==> src/rtl/ext_out_channel.sv <==
// Buffered EXT output channel: write-back bytes are queued in a small FIFO and
// drained to an external sink over a four-phase xreq/xack handshake.
module ext_out_channel #(
  parameter int D_WIDTH    = 8,
  parameter int DEPTH_LOG2 = 3
) (
  input  logic                  clk,
  input  logic                  reset,
  input  logic [D_WIDTH-1:0]    cq,
  input  logic                  cwre,
  output logic                  cbsy,
  output logic [D_WIDTH-1:0]    xq,
  output logic                  xreq,
  input  logic                  xack,
  output logic [DEPTH_LOG2:0]   count
);

  localparam int DEPTH = 1 << DEPTH_LOG2;
  localparam logic [DEPTH_LOG2:0]   FULL_COUNT = (DEPTH_LOG2+1)'(DEPTH);
  localparam logic [DEPTH_LOG2:0]   CNT_ONE    = (DEPTH_LOG2+1)'(1);
  localparam logic [DEPTH_LOG2-1:0] PTR_ONE    = (DEPTH_LOG2)'(1);

  localparam logic [1:0] ST_IDLE    = 2'd0;
  localparam logic [1:0] ST_REQ     = 2'd1;
  localparam logic [1:0] ST_RELEASE = 2'd2;

  logic [D_WIDTH-1:0]    mem_r [DEPTH];
  logic [DEPTH_LOG2-1:0] wr_ptr_r;
  logic [DEPTH_LOG2-1:0] rd_ptr_r;
  logic [DEPTH_LOG2:0]   count_r;
  logic [1:0]            state_r;
  logic [1:0]            state_nx_s;
  logic [D_WIDTH-1:0]    xq_r;
  logic                  xreq_r;
  logic                  full_s;
  logic                  push_s;
  logic                  pop_s;

  // Full flag comes from the registered count only, so a same-cycle pop never frees a slot.
  always_comb begin
    full_s = (count_r == FULL_COUNT);
    push_s = cwre && !full_s;
    pop_s  = (state_r == ST_IDLE) && (count_r != '0);
  end

  // FIFO storage; contents need no reset because count gates every read.
  always_ff @(posedge clk) begin
    if (push_s) begin
      mem_r[wr_ptr_r] <= cq;
    end
  end

  // Pointer and occupancy bookkeeping.
  always_ff @(posedge clk or posedge reset) begin
    if (reset) begin
      wr_ptr_r <= '0;
      rd_ptr_r <= '0;
      count_r  <= '0;
    end else begin
      if (push_s) begin
        wr_ptr_r <= wr_ptr_r + PTR_ONE;
      end
      if (pop_s) begin
        rd_ptr_r <= rd_ptr_r + PTR_ONE;
      end
      case ({push_s, pop_s})
        2'b10:   count_r <= count_r + CNT_ONE;
        2'b01:   count_r <= count_r - CNT_ONE;
        default: count_r <= count_r;
      endcase
    end
  end

  // Sink handshake next-state; xack seen in IDLE is deliberately ignored.
  always_comb begin
    state_nx_s = state_r;
    case (state_r)
      ST_IDLE: begin
        if (count_r != '0) begin
          state_nx_s = ST_REQ;
        end else begin
          state_nx_s = ST_IDLE;
        end
      end
      ST_REQ: begin
        if (xack) begin
          state_nx_s = ST_RELEASE;
        end else begin
          state_nx_s = ST_REQ;
        end
      end
      ST_RELEASE: begin
        if (!xack) begin
          state_nx_s = ST_IDLE;
        end else begin
          state_nx_s = ST_RELEASE;
        end
      end
      default: state_nx_s = ST_IDLE;
    endcase
  end

  // Registered sink outputs; xq is only reloaded when the head is popped.
  always_ff @(posedge clk or posedge reset) begin
    if (reset) begin
      state_r <= ST_IDLE;
      xq_r    <= '0;
      xreq_r  <= 1'b0;
    end else begin
      state_r <= state_nx_s;
      if (pop_s) begin
        xq_r <= mem_r[rd_ptr_r];
      end
      xreq_r <= (state_nx_s == ST_REQ);
    end
  end

  assign cbsy  = full_s;
  assign xq    = xq_r;
  assign xreq  = xreq_r;
  assign count = count_r;

endmodule

==> config.mk <==
export PLATFORM = sky130hd
export DESIGN_NAME = ext_out_channel
export DESIGN_NICKNAME = d
export VERILOG_FILES = /design/src/rtl/ext_out_channel.sv
export SDC_FILE = /design/constraint.sdc
export NUM_CORES = 1
export LEC_CHECK = 0
export ABC_CLOCK_PERIOD_IN_PS = 6300
export CAP_MARGIN = 0
export CORE_ASPECT_RATIO = 0.6
export CORE_MARGIN = 1.5
export CORE_UTILIZATION = 30
export CTS_CLUSTER_SIZE = 30
export DETAILED_ROUTE_END_ITERATION = 12
export SLEW_MARGIN = 0
export SYNTH_ARGS = -nofsm -noshare
export SYNTH_HDL_FRONTEND = slang
export SYNTH_SLANG_ARGS = --single-unit
==> constraint.sdc <==
create_clock -name clk -period 6.3 [get_ports clk]
set_clock_uncertainty 0.15 [all_clocks]
set_input_delay 1.26 -clock clk [delete_from_list [all_inputs] [get_ports clk]]
set_output_delay 1.26 -clock clk [all_outputs]
set_load 0.05 [all_outputs]
Fig. 1: cells by drive strength
Bar = 50 um.
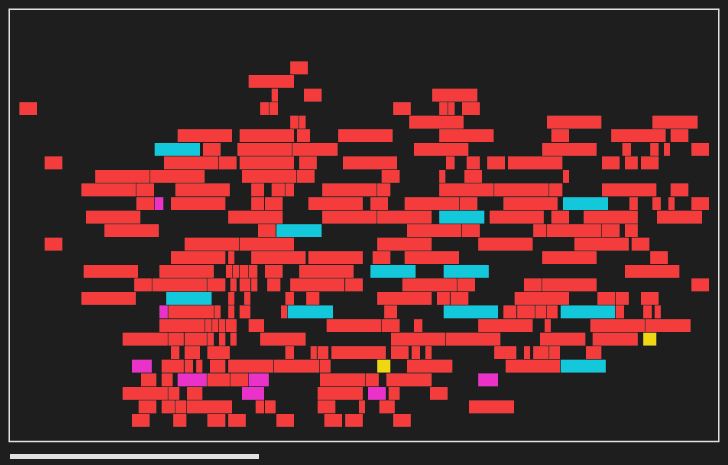
magenta -> x2  # cells 8
cyan -> x6 and larger  # cells 11, most used clkbuf_16
red -> x1 and smaller  # cells 239, most used edfxtp_1
yellow -> x3 and x4  # cells 2, most used buf_4

Fig. 2: M1 wires
Bar = 50 um. Supply wires on this layer in gray.
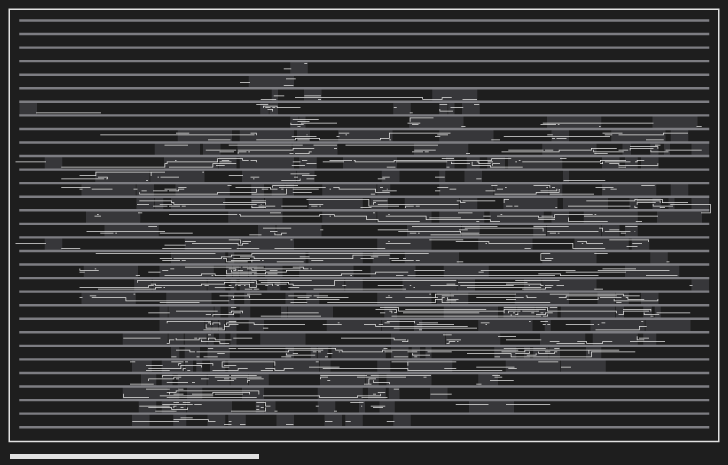
main direction = horizontal
longest straight run = 35.4 um

Fig. 3: routing congestion map
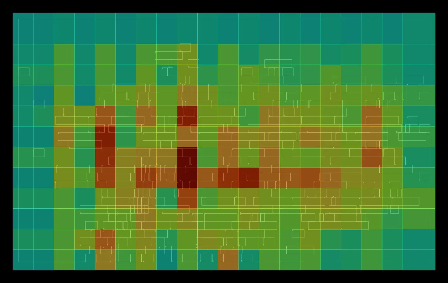
met3 usage: 4.14%
drt wl/cell: 16.3 um
GR peak layer: met2
Final Util: 37.0%

==> metrics.cfg <==
[run_status]
outcome=complete, no violations

[setup_path]
criticalPathCategory=reg -> out
arrival_ps=2050
max_stage_delay_ps=790
cp_top_family=buffers and inverters
cp_cell_sequence=nor3_1 -> and2_1 -> clkdlybuf4s50_1

[layout]
final-nonclk-buf-share_pct=6.34
syn_to_final_growth_pct=20.2
nFillCells=1081
diodes=0
comb_share_pct=22.2
drive_above_1_share_pct=8.08

[placed_design]
portBuffers=25
gp_congestion=0.743
dp_slack_ps=2720

[yosys]
ys_warn_count=0
postSynthSeqShare_pct=70.3
synthArstFlopShare_pct=24.7
syn_area_per_cell_um2=15.4
synth-area-yosys_mm2=0.00348

[route]
drt-total-wl_um=6830
wl_met1_um=3390
viasPerCell=4.42

[clocking]
root_buffer=clkbuf_16
clkSinkCount=85
holdBufCountCts=0
numCtsBuffers=9
cts_setup_buffers=0

[die]
rows=30
well_tap_count=160
fp-utilization_pct=30.8
die_w_um=142

[final_timing]
hold_viol=0
slew_headroom_pct=21.7

[min_path]
min_path_type=reg -> reg

[grt]
grt_usage_pct=12.1

[flow_run]
maxCapViolCount=0

[pwr]
power_frac_clock_pct=24.7

power groups by stage:
stage               Combinational [mW]  Clock [mW]  Sequential (mW)
floorplan                        0.478           0            0.971
global placement                 0.816           0            0.836
detailed placement               0.826           0            0.838
CTS                              0.827       0.556            0.828
global route                     0.891       0.574            0.845
finish                           0.819       0.541            0.828
flip-flops by register name, indices dropped and copies added, names as in the netlist:
signal,flops
xreq,1
xq,8
mem_r,64
rd_ptr_r,3
state_r,2
wr_ptr_r,3
count,4
logic make-up after synthesis:
family / after synthesis / share of synthesized area (%)
flip-flops: 85 / 70.3
AND-OR/OR-AND: 29 / 5.86
XOR/XNOR: 9 / 2.27
buffers and inverters: 19 / 3.02
AND/OR/NAND/NOR: 45 / 6.87
adder cells (fa/ha/maj): 5 / 1.80
multiplexers: 34 / 9.85
worst paths after layout:
kind                                               from  cells past startpoint  slack (ps)                      end
worst max register to register     count[2]$_DFFE_PP0P_                     10        3780     count[2]$_DFFE_PP0P_
min in group asynchronous                         reset                      2        1290           xreq$_DFF_PP0_
worst max-delay path               count[2]$_DFFE_PP0P_                      3        2840                     cbsy
worst min register to register  wr_ptr_r[0]$_DFFE_PP0P_                      2         380  wr_ptr_r[0]$_DFFE_PP0P_
max in group asynchronous                         reset                      2        4150        xq[3]$_DFFE_PP0P_
worst min-delay path            wr_ptr_r[0]$_DFFE_PP0P_                      2         380  wr_ptr_r[0]$_DFFE_PP0P_
placed cells by master, fill, tap and decap left out, types with 3 or more instances in the layout:
cell type        count
a22oi_1             16
edfxtp_1            64
clkdlybuf4s50_1     25
and2_1               3
nor3_1               3
clkbuf_16            9
mux2i_1             32
nand3_1              8
inv_1               10
nand2_1              9
dfrtp_1             21
nor2b_1              3
xnor2_1              3
nor2_1               8
xor2_1               6
ha_1                 5
o21ai_0              7
nand2b_1             3
Power figures rest on the tool's default switching activity, not on a simulated workload.
